### Placement density heat map, run 1

The die is cut into 11 by 11 equal tiles; black is low, pale yellow is high, 0 to 100% covered.
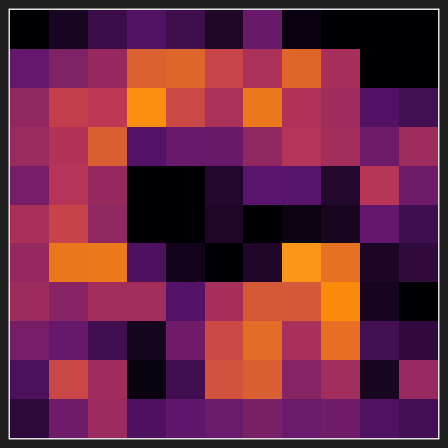
### Wiring by layer, run 1

Bar = 20 µm. Two of the layers only.
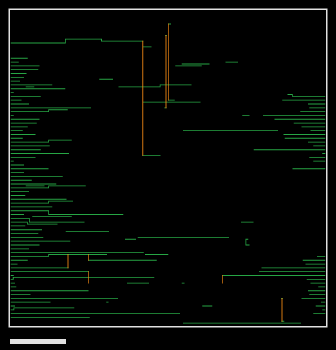
### Cells colored by class, run 1

Bar = 20 µm. Fill, decap, tap and diode cells in gray.
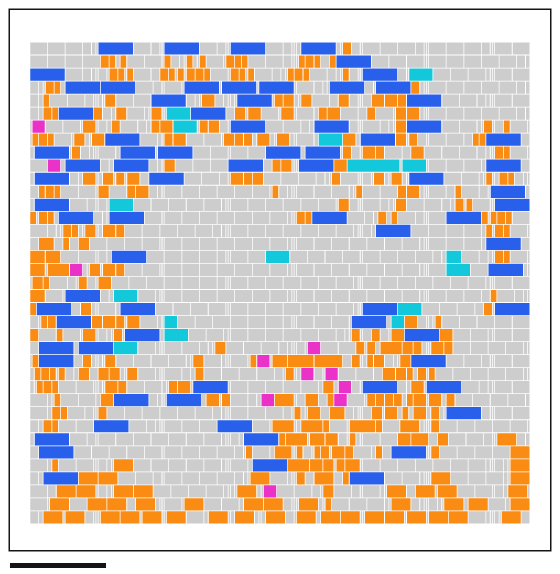
--- src/rtl/dmem_arbiter_pkg.sv ---
// dmem_arbiter_pkg: shared widths and FSM encoding for the data-memory arbiter
package dmem_arbiter_pkg;
  localparam int ADDR_W = 16;
  localparam int DATA_W = 32;
  localparam int LANE_W = 4;
  localparam int DEPTH = 1 << ADDR_W;
  typedef enum logic [1:0] {
    ST_IDLE  = 2'd0,
    ST_LOCK0 = 2'd1,
    ST_LOCK1 = 2'd2
  } state_t;
endpackage

--- src/rtl/dmem_arbiter_if.sv ---
// dmem_arbiter_if: requester ports and memory-side signals of the arbiter
interface dmem_arbiter_if;
  import dmem_arbiter_pkg::*;
  logic req0, req1, lock0, lock1, gnt0, gnt1, ack0, ack1;
  logic [ADDR_W-1:0] addr0, addr1, mem_a;
  logic [DATA_W-1:0] wd0, wd1, rdata0, rdata1, mem_wd, mem_rd;
  logic [LANE_W-1:0] we0, we1, mem_we;
  modport slave (
    input  req0, req1, lock0, lock1, addr0, addr1, wd0, wd1, we0, we1, mem_rd,
    output gnt0, gnt1, ack0, ack1, rdata0, rdata1, mem_a, mem_wd, mem_we
  );
  modport master (
    output req0, req1, lock0, lock1, addr0, addr1, wd0, wd1, we0, we1, mem_rd,
    input  gnt0, gnt1, ack0, ack1, rdata0, rdata1, mem_a, mem_wd, mem_we
  );
endinterface

--- src/rtl/dmem_arbiter_rr_pick2.sv ---
// rr_pick2: two-way round-robin picker; on a tie the side that did not win last goes
module rr_pick2 (
  input  logic [1:0] req,
  input  logic       last,
  output logic [1:0] gnt
);
  always_comb gnt = (req == 2'b11) ? (last ? 2'b01 : 2'b10) : req;
endmodule

--- src/rtl/dmem_arbiter.sv ---
// dmem_arbiter: round-robin arbiter with bus lock and lock timeout in front of the data memory
module dmem_arbiter
  import dmem_arbiter_pkg::*;
#(
  parameter int MAX_LOCK = 15
) (
  input logic           clk,
  input logic           reset,
  dmem_arbiter_if.slave bus
);
  state_t state, state_n;
  logic last, last_n;
  logic [7:0] lock_cnt, lock_cnt_n;
  logic [1:0] pick, gnt, ack;
  logic [DATA_W-1:0] rdata0, rdata1;
  rr_pick2 u_pick (.req({bus.req1, bus.req0}), .last(last), .gnt(pick));
  always_comb begin
    state_n = state;
    last_n = last;
    lock_cnt_n = lock_cnt;
    gnt = 2'b00;
    case (state)
      ST_IDLE: begin
        gnt = pick;
        last_n = (pick != 2'b00) ? pick[1] : last;
        state_n = (pick[0] && bus.lock0) ? ST_LOCK0 : (pick[1] && bus.lock1) ? ST_LOCK1 : ST_IDLE;
        lock_cnt_n = (state_n != ST_IDLE) ? 8'd1 : lock_cnt;
      end
      ST_LOCK0: begin
        gnt = {1'b0, bus.req0};
        lock_cnt_n = (lock_cnt == 8'(MAX_LOCK)) ? lock_cnt : lock_cnt + 8'd1;
        if (!bus.lock0 || lock_cnt == 8'(MAX_LOCK)) begin
          state_n = ST_IDLE;
          last_n = 1'b0;
        end
      end
      ST_LOCK1: begin
        gnt = {bus.req1, 1'b0};
        lock_cnt_n = (lock_cnt == 8'(MAX_LOCK)) ? lock_cnt : lock_cnt + 8'd1;
        if (!bus.lock1 || lock_cnt == 8'(MAX_LOCK)) begin
          state_n = ST_IDLE;
          last_n = 1'b1;
        end
      end
      default: state_n = ST_IDLE;
    endcase
  end
  always_ff @(posedge clk) begin
    if (reset) begin
      state <= ST_IDLE;
      last <= 1'b1;
      lock_cnt <= 8'd0;
      ack <= 2'b00;
      rdata0 <= '0;
      rdata1 <= '0;
    end else begin
      state <= state_n;
      last <= last_n;
      lock_cnt <= lock_cnt_n;
      ack <= gnt;
      if (gnt[0] && bus.we0 == '0) rdata0 <= bus.mem_rd;
      if (gnt[1] && bus.we1 == '0) rdata1 <= bus.mem_rd;
    end
  end
  // Idle memory still sees requester 0's address so mem_a never floats
  assign bus.mem_a = gnt[1] ? bus.addr1 : bus.addr0;
  assign bus.mem_wd = gnt[1] ? bus.wd1 : bus.wd0;
  assign bus.mem_we = gnt[1] ? bus.we1 : gnt[0] ? bus.we0 : '0;
  assign bus.gnt0 = gnt[0];
  assign bus.gnt1 = gnt[1];
  assign bus.ack0 = ack[0];
  assign bus.ack1 = ack[1];
  assign bus.rdata0 = rdata0;
  assign bus.rdata1 = rdata1;
endmodule

--- src/flat_wrapper.sv ---
// flat-port wrapper written by rule: the top's interface ports become plain ports
module dmem_arbiter_flat import dmem_arbiter_pkg::*;
#(
  parameter int MAX_LOCK = 15
)
  (clk, reset, bus_req0, bus_req1, bus_lock0, bus_lock1, bus_addr0, bus_addr1, bus_wd0, bus_wd1, bus_we0, bus_we1, bus_mem_rd, bus_gnt0, bus_gnt1, bus_ack0, bus_ack1, bus_rdata0, bus_rdata1, bus_mem_a, bus_mem_wd, bus_mem_we);
  dmem_arbiter_if bus_i ();
  input logic clk;
  input logic reset;
  input wire logic [$bits(bus_i.req0)-1:0] bus_req0;
  input wire logic [$bits(bus_i.req1)-1:0] bus_req1;
  input wire logic [$bits(bus_i.lock0)-1:0] bus_lock0;
  input wire logic [$bits(bus_i.lock1)-1:0] bus_lock1;
  input wire logic [$bits(bus_i.addr0)-1:0] bus_addr0;
  input wire logic [$bits(bus_i.addr1)-1:0] bus_addr1;
  input wire logic [$bits(bus_i.wd0)-1:0] bus_wd0;
  input wire logic [$bits(bus_i.wd1)-1:0] bus_wd1;
  input wire logic [$bits(bus_i.we0)-1:0] bus_we0;
  input wire logic [$bits(bus_i.we1)-1:0] bus_we1;
  input wire logic [$bits(bus_i.mem_rd)-1:0] bus_mem_rd;
  output wire logic [$bits(bus_i.gnt0)-1:0] bus_gnt0;
  output wire logic [$bits(bus_i.gnt1)-1:0] bus_gnt1;
  output wire logic [$bits(bus_i.ack0)-1:0] bus_ack0;
  output wire logic [$bits(bus_i.ack1)-1:0] bus_ack1;
  output wire logic [$bits(bus_i.rdata0)-1:0] bus_rdata0;
  output wire logic [$bits(bus_i.rdata1)-1:0] bus_rdata1;
  output wire logic [$bits(bus_i.mem_a)-1:0] bus_mem_a;
  output wire logic [$bits(bus_i.mem_wd)-1:0] bus_mem_wd;
  output wire logic [$bits(bus_i.mem_we)-1:0] bus_mem_we;
  assign bus_i.req0 = bus_req0;
  assign bus_i.req1 = bus_req1;
  assign bus_i.lock0 = bus_lock0;
  assign bus_i.lock1 = bus_lock1;
  assign bus_i.addr0 = bus_addr0;
  assign bus_i.addr1 = bus_addr1;
  assign bus_i.wd0 = bus_wd0;
  assign bus_i.wd1 = bus_wd1;
  assign bus_i.we0 = bus_we0;
  assign bus_i.we1 = bus_we1;
  assign bus_i.mem_rd = bus_mem_rd;
  assign bus_gnt0 = bus_i.gnt0;
  assign bus_gnt1 = bus_i.gnt1;
  assign bus_ack0 = bus_i.ack0;
  assign bus_ack1 = bus_i.ack1;
  assign bus_rdata0 = bus_i.rdata0;
  assign bus_rdata1 = bus_i.rdata1;
  assign bus_mem_a = bus_i.mem_a;
  assign bus_mem_wd = bus_i.mem_wd;
  assign bus_mem_we = bus_i.mem_we;
  dmem_arbiter #(.MAX_LOCK(MAX_LOCK)) u_core (.clk(clk), .reset(reset), .bus(bus_i));
endmodule
--- config.mk ---
export PLATFORM = sky130hd
export DESIGN_NAME = dmem_arbiter_flat
export DESIGN_NICKNAME = d
export VERILOG_FILES = /design/src/rtl/dmem_arbiter_pkg.sv /design/src/rtl/dmem_arbiter_if.sv /design/src/rtl/dmem_arbiter_rr_pick2.sv /design/src/rtl/dmem_arbiter.sv /design/src/flat_wrapper.sv
export SDC_FILE = /design/constraint.sdc
export NUM_CORES = 1
export LEC_CHECK = 0
export CAP_MARGIN = 5
export CORE_MARGIN = 4
export CORE_UTILIZATION = 35
export CTS_CLUSTER_DIAMETER = 30
export DETAILED_ROUTE_END_ITERATION = 8
export DONT_BUFFER_PORTS = 1
export PLACE_DENSITY_LB_ADDON = 0.3
export SLEW_MARGIN = 20
export SYNTH_ARGS = -nofsm -noshare
export SYNTH_HDL_FRONTEND = slang
export SYNTH_SLANG_ARGS = --single-unit
--- constraint.sdc ---
create_clock -name clk -period 7.2 [get_ports clk]
set_input_delay 1.8 -clock clk [delete_from_list [all_inputs] [get_ports clk]]
set_output_delay 1.8 -clock clk [all_outputs]
set_load 0.1 [all_outputs]
==> deck_impl_summary.md, run 1 <==
Physical Implementation Snapshot

Floorplanning
  – Die Width: ~110 µm
  – Num ports: between 200 and 300

Cells and area
  – Number of logic inverters in the finished layout: 7
  – Clock-cell share: roughly 5.2%

Power and ir drop
  – Combinational fraction of design power: between 30% and 40%
  – Switch Pwr: between 500 and 600 µW
  – Clock network fraction of design power: roughly 30%
  – Clock distribution power: 355 µW
  – P_comb: between 300 and 400 µW
  – Pwr Density: ~280 nW/µm²
  – Max VDD drop: 0.166 mV

CTS
  – Clk sinks: between 70 and 80
  – H-tree depth: 3
  – PostCTS Resize Cnt: 0

Final timing
  – Final setup skew: around 0.0053 ns
  – Minimum clock period: around 5.7 ns
  – Worst Tran Pin Value: between 1 and 1.5 ns
  – Max Clk Rate: around 0.18 GHz
  – Final Hold Violation Tally: 0

Synthesis
  – Post-synth top cells: 77 x dfxtp_1, 74 x a21oi_1, 73 x nand2_1, 45 x mux2_2, 38 x o31ai_1
  – Yosys chip area: between 3000 and 4000 µm²
  – Top FF cell, synth: dfxtp_1
  – Simple Share, Synth: 17.7%
  – Syn Nets: approximately 600
  – Leading area contributor after synthesis: dfxtp_1

Drt
  – DRC errors left: 0
  – Via count: roughly 3400

Critical path
  – End point of the critical path: bus_mem_we[1]
  – CP cell instances: a21boi_1 > o21ai_0 > nand2b_2 > inv_1 > a22o_1

Job
  – Max-Cap Viols: 0
  – Tool warnings: 29

GRT
  – Largest net degree at the start of global routing: 73

Run status
  – Status: completed
About 'Placement density heat map':
mean over tiles: 32%
emptiest ninth of the die: middle
tiles over 75% full: 1.7%
fullest tile: 77%
nearly empty tiles: 11%
final core utilization: 39.9%
Init Core Util: 36.6%

About 'Wiring by layer':
legend:
  green:
    layer: metal 3
    wire_length: 1650 µm
  orange:
    layer: metal 4
    wire_length: 116 µm

About 'Cells colored by class':
legend:
  magenta:
    class: other buffers and delay cells
    cells: 11
    share_of_their_area: 2.1%
  blue:
    class: flops
    cells: 77
    share_of_their_area: 38%
  cyan:
    class: clock drivers and dummy loads
    cells: 16
    share_of_their_area: 5.5%
  orange:
    class: combinational and other logic
    cells: 332
    share_of_their_area: 54%
core area: 10500 µm²
Design Area, Final: 4190 µm²
Std-Cell Rows: 37
flop share of the area: 36.8%

## run 1: through the flow
stage                     worst slack, ns  cells
after floorplan                      1.33    450
after global placement               1.66    556
after detailed placement             1.55    556
after CTS                            1.54    572
after global routing                 1.39    573
final                                1.54    575
## run 1: registers in the layout, summed over array words and instances, names as in the netlist
register           count
u_core.bus.rdata0     32
u_core.bus.rdata1     32
u_core.lock_cnt        8
u_core.ack             2
u_core.state           2
u_core.last            1
## run 1: metal layers
layer  wire length [µm]  global-route usage (%)
met1               5680                    26.1
met2               6220                    30.7
met3               1650                    11.8
met4                115                    4.81
met5                 69                       0
### Sequential cells grouped by signal name, run 1

Bar = 20 µm. Other sequential cells in the stronger gray, the rest of the logic in the fainter gray.
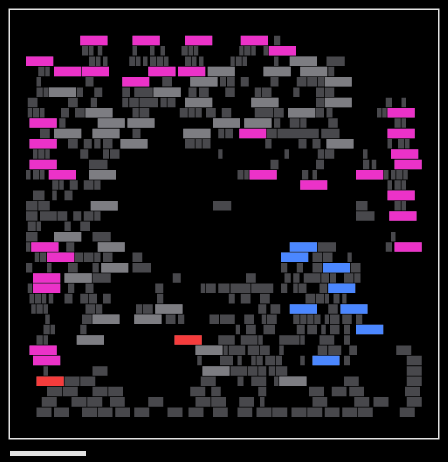

==> run 1 -> run 2 <==
clock period = 5.25 ns   (was 7.2 ns; I/O delays follow)
### Sequential cells grouped by signal name, run 2

Bar = 20 µm. Other sequential cells in the stronger gray, the rest of the logic in the fainter gray.
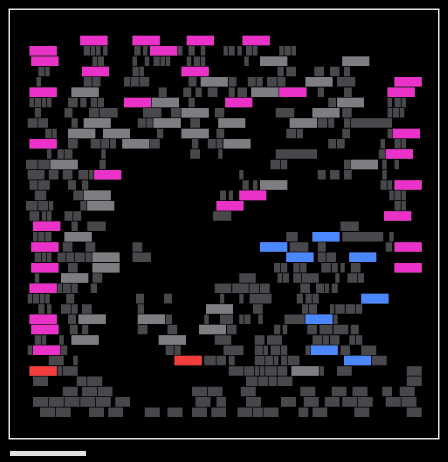
legend:
  magenta:
    netlist_name: u_core.bus.rdata1
    sequential_cells: 32
  red:
    netlist_name: u_core.ack
    sequential_cells: 2
  blue:
    netlist_name: u_core.lock_cnt
    sequential_cells: 8
Seq. cell area: 1540 µm²
flop share of the area: 36.2%
seq pwr: 646 µW
final core utilization: 40.5%

==> run 2 against run 1 <==
Compared with the run above: die size unchanged; global-route usage up 0.29 points; power up 42%; worst hold slack worse by 0.010 ns; combinational power up 39%; final area up 1.5%; largest power group unchanged; highest routed layer unchanged.
==> deck_impl_summary.md, run 2 <==
Physical Implementation Snapshot

Run status
  – Status: completed (unchanged)

GRT
  – Number of global-route vias before repair: 3417 (was 3400)
  – Largest net degree at the start of global routing: 73 (unchanged)

Floorplanning
  – Num ports: 262 (unchanged)
  – Init Core Util: 36.6% (unchanged)
  – Core area: 10500 µm² (unchanged)

Power and ir drop
  – Pwr Density: 397 nW/µm² (was 284 nW/µm²)
  – Combinational fraction of design power: 30.0% (was 30.6%)
  – Clock distribution power: 538 µW (was 355 µW)
  – Clock network fraction of design power: 31.8% (was 29.8%)
  – Max VDD drop: 0.248 mV (was 0.166 mV)
  – Leakage: 0.00135 µW (was 0.00131 µW)
  – P_comb: 507 µW (was 364 µW)

CTS
  – Clk sinks: 77 (unchanged)
  – PostCTS Resize Cnt: 0 (unchanged)
  – H-tree depth: 3 (unchanged)

Cells and area
  – Biggest regs: u_core.bus.rdata0 x32, u_core.bus.rdata1 x32, u_core.lock_cnt x8 (unchanged)
  – Design Area, Final: 4260 µm² (was 4190 µm²)
  – Number of logic inverters in the finished layout: 7 (unchanged)
  – Fin cells: 581 (was 575)
  – Clock-cell share: 5.53% (was 5.22%)

Critical path
  – CP cell instances: a21boi_1 > o21ai_0 > nand2b_2 > buf_4 > mux2_2 (was a21boi_1 > o21ai_0 > nand2b_2 > inv_1 > a22o_1)
  – End point of the critical path: bus_mem_wd[2] (was bus_mem_we[1])
  – R2R Path Start: u_core.state[0]$_SDFFE_PP0P_ (unchanged)

Final timing
  – Minimum clock period: ~4.5 ns
  – Final Hold Violation Tally: 0 (unchanged)
  – Final setup skew: 0.00913 ns (was 0.00534 ns)
  – Worst Tran Pin Value: 1.02 ns (was 1.08 ns)

Job
  – Max-Cap Viols: 0 (unchanged)
  – Tool warnings: 29 (unchanged)

Synthesis
  – Simple Share, Synth: 17.7% (unchanged)
  – Yosys chip area: 3840 µm² (unchanged)
  – Leading area contributor after synthesis: dfxtp_1 (unchanged)
  – Top FF cell, synth: dfxtp_1 (unchanged)
  – Dominant comb cell: AND-OR/OR-AND gates (unchanged)
  – Syn Nets: 597 (unchanged)
  – Post-synth top cells: 77 x dfxtp_1, 74 x a21oi_1, 73 x nand2_1, 45 x mux2_2, 38 x o31ai_1 (unchanged)

Drt
  – DRC errors left: 0 (unchanged)
  – Vias per std cell: 6.00 (was 5.98)
  – Via count: 3484 (was 3436)

Min path
  – Hold path depth: 2 (unchanged)
  – Endpoint of the worst hold path: u_core.lock_cnt[7]$_SDFFE_PP0P_ (was u_core.state[0]$_SDFFE_PP0P_)

Place
  – Setup WS pre-CTS: 0.771 ns (was 1.55 ns)
### Routing congestion map, run 2

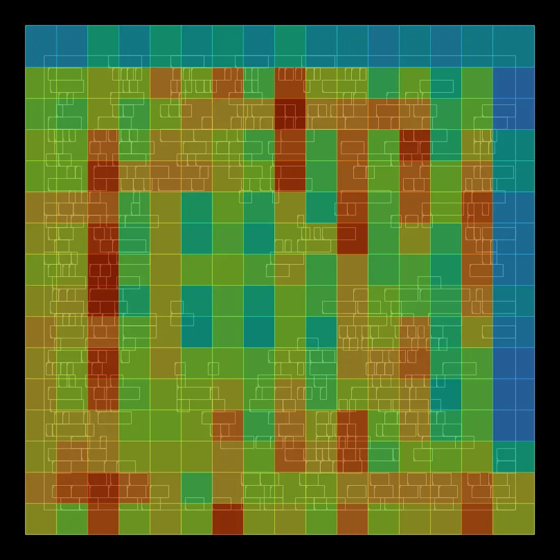
global routing's busiest layer: met2
met1 Usage GRT: 26.0%
GR Layer Usage met2: 32.1%

-- run 2: cell types whose count changed in the layout (fill, tap and decap cells not counted), sizes merged --
cell      change
clkinv        +1
clkinvlp      -1
bufinv        +2
clkbuf        -3
buf           +6
diode         +1
-- run 2: worst reg2reg max path, stage by stage, from the launching register on --
cell and delay [ns]:
dfxtp_1 0.39, inv_1 0.08, ha_1 0.29, a21boi_1 0.19
o21ai_0 0.24, nand2b_2 0.54, nor2_1 0.09
-- run 2: layer usage --
| metal | part of all wire [%] | track usage, % | routed length (µm) |
|---|---|---|---|
| met2 | 46 | 32.1 | 6500 |
| met1 | 41 | 26.0 | 5760 |
| met4 | 0.46 | 4.97 | 65 |
| met5 | 0.54 | 0 | 77 |
| met3 | 12 | 11.2 | 1740 |
### Wiring by layer, run 2

Bar = 20 µm. Two of the layers only.
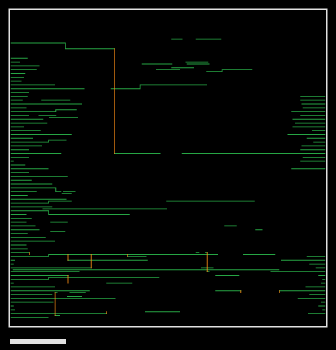

==> run 2 -> run 3 <==
ABC_AREA = 1   (was unset)
DONT_BUFFER_PORTS = unset   (was 1)
### Wiring by layer, run 3

Bar = 20 µm. Two of the layers only.
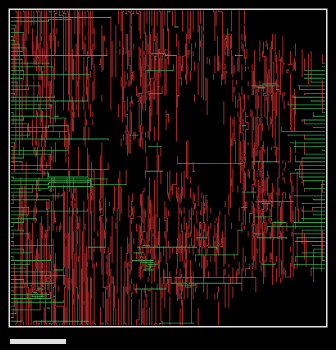
legend:
  green:
    layer: metal 3
    wire_length: 1690 µm
  red:
    layer: metal 2
    wire_length: 8170 µm
Avg WL per Cell: 16.6 µm
via count: 4843
final WL: 16100 µm

==> run 3 against run 2 <==
Compared with the run above: critical endpoint is now bus_mem_a[14]; wire length increased by 14%; critical path depth rose by 4; critical path type unchanged; clock skew decreased by 0.0040 ns; clock power increased by 0.9%; first-iteration DRC count grew 79%; highest routed layer is now met4; power up 38%; register-to-register slack got worse by 0.40 ns; combinational power grew 130%; via count up 39%; count of clock-buffer cells in the layout unchanged.
==> deck_impl_summary.md, run 3 <==
Physical Implementation Snapshot

GRT
  – Met1 Usage GRT: 24.2% (was 26.0%)
  – Number of global-route vias before repair: 4865 (was 3417)
  – Met3 Usage GRT: 9.09% (was 11.2%)

Drt
  – Vias per std cell: 5.00 (was 6.00)
  – Top sig layer: met4 (was met5)
  – Met3 Wirelength: 1690 µm (was 1740 µm)

Synthesis
  – Syn Nets: 728 (was 597)

Power and ir drop
  – Leakage: 0.00292 µW (was 0.00135 µW)
  – P_comb: 1180 µW (was 507 µW)
  – Switch Pwr: 1010 µW (was 707 µW)

CTS
  – PostCTS Resize Cnt: 0 (unchanged)

Final timing
  – Minimum clock period: 4.58 ns (was 4.51 ns)
  – Min setup slack post-route: 0.665 ns (was 0.737 ns)
  – Max Clk Rate: 0.218 GHz (was 0.222 GHz)

Cells and area
  – Seq. cell area: 1540 µm² (unchanged)
  – Biggest regs: u_core.bus.rdata0 x32, u_core.bus.rdata1 x32, u_core.lock_cnt x8 (unchanged)

Run status
  – Status: completed (unchanged)

Critical path
  – CP cell instances: clkdlybuf4s50_1 > inv_1 > nor2_1 > nand2_2 > inv_4 > buf_4 > nand2_1 > nand2_1 > buf_12 (was a21boi_1 > o21ai_0 > nand2b_2 > buf_4 > mux2_2)

Place
  – Inst Count DP: 952 (was 562)

Floorplanning
  – Die Width: 113 µm (about the same)
### Cells colored by class, run 3

Bar = 20 µm. Fill, decap, tap and diode cells in gray.
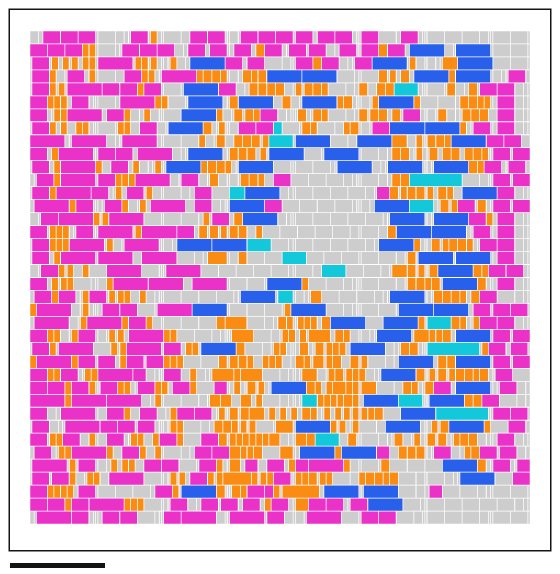
legend:
  blue:
    class: flops
    cells: 77
    share_of_their_area: 22%
  orange:
    class: combinational and other logic
    cells: 467
    share_of_their_area: 30%
  magenta:
    class: other buffers and delay cells
    cells: 268
    share_of_their_area: 45%
  cyan:
    class: clock drivers and dummy loads
    cells: 16
    share_of_their_area: 3.5%
Design Area, Final: 7250 µm²
final core utilization: 66.9%

[run 3: how the worst max path moves through the flow]
stage / to / slack [ns] / cells after the start
6_report: bus_mem_a[14] / 0.67 / 9
4_1_cts: bus_mem_a[13] / 0.67 / 9
3_5_place_dp: bus_mem_a[13] / 0.67 / 9
2_1_floorplan: bus_mem_we[0] / -0.14 / 7
5_1_grt: bus_mem_a[13] / 0.50 / 9
3_3_place_gp: bus_mem_wd[19] / 0.77 / 9
[run 3: logic make-up (layout without fill, tap and decap cells)]
kind of cell,Yosys count,after routing,share of synthesized area [%]
XOR/XNOR,2,2,0.452
AND-OR/OR-AND,81,81,11.1
adder cells (fa/ha/maj),5,5,1.62
flip-flops,77,77,39.8
AND/OR/NAND/NOR,357,357,38.8
buffers and inverters,59,306,8.17
Power is estimated from default activity; no workload was simulated.
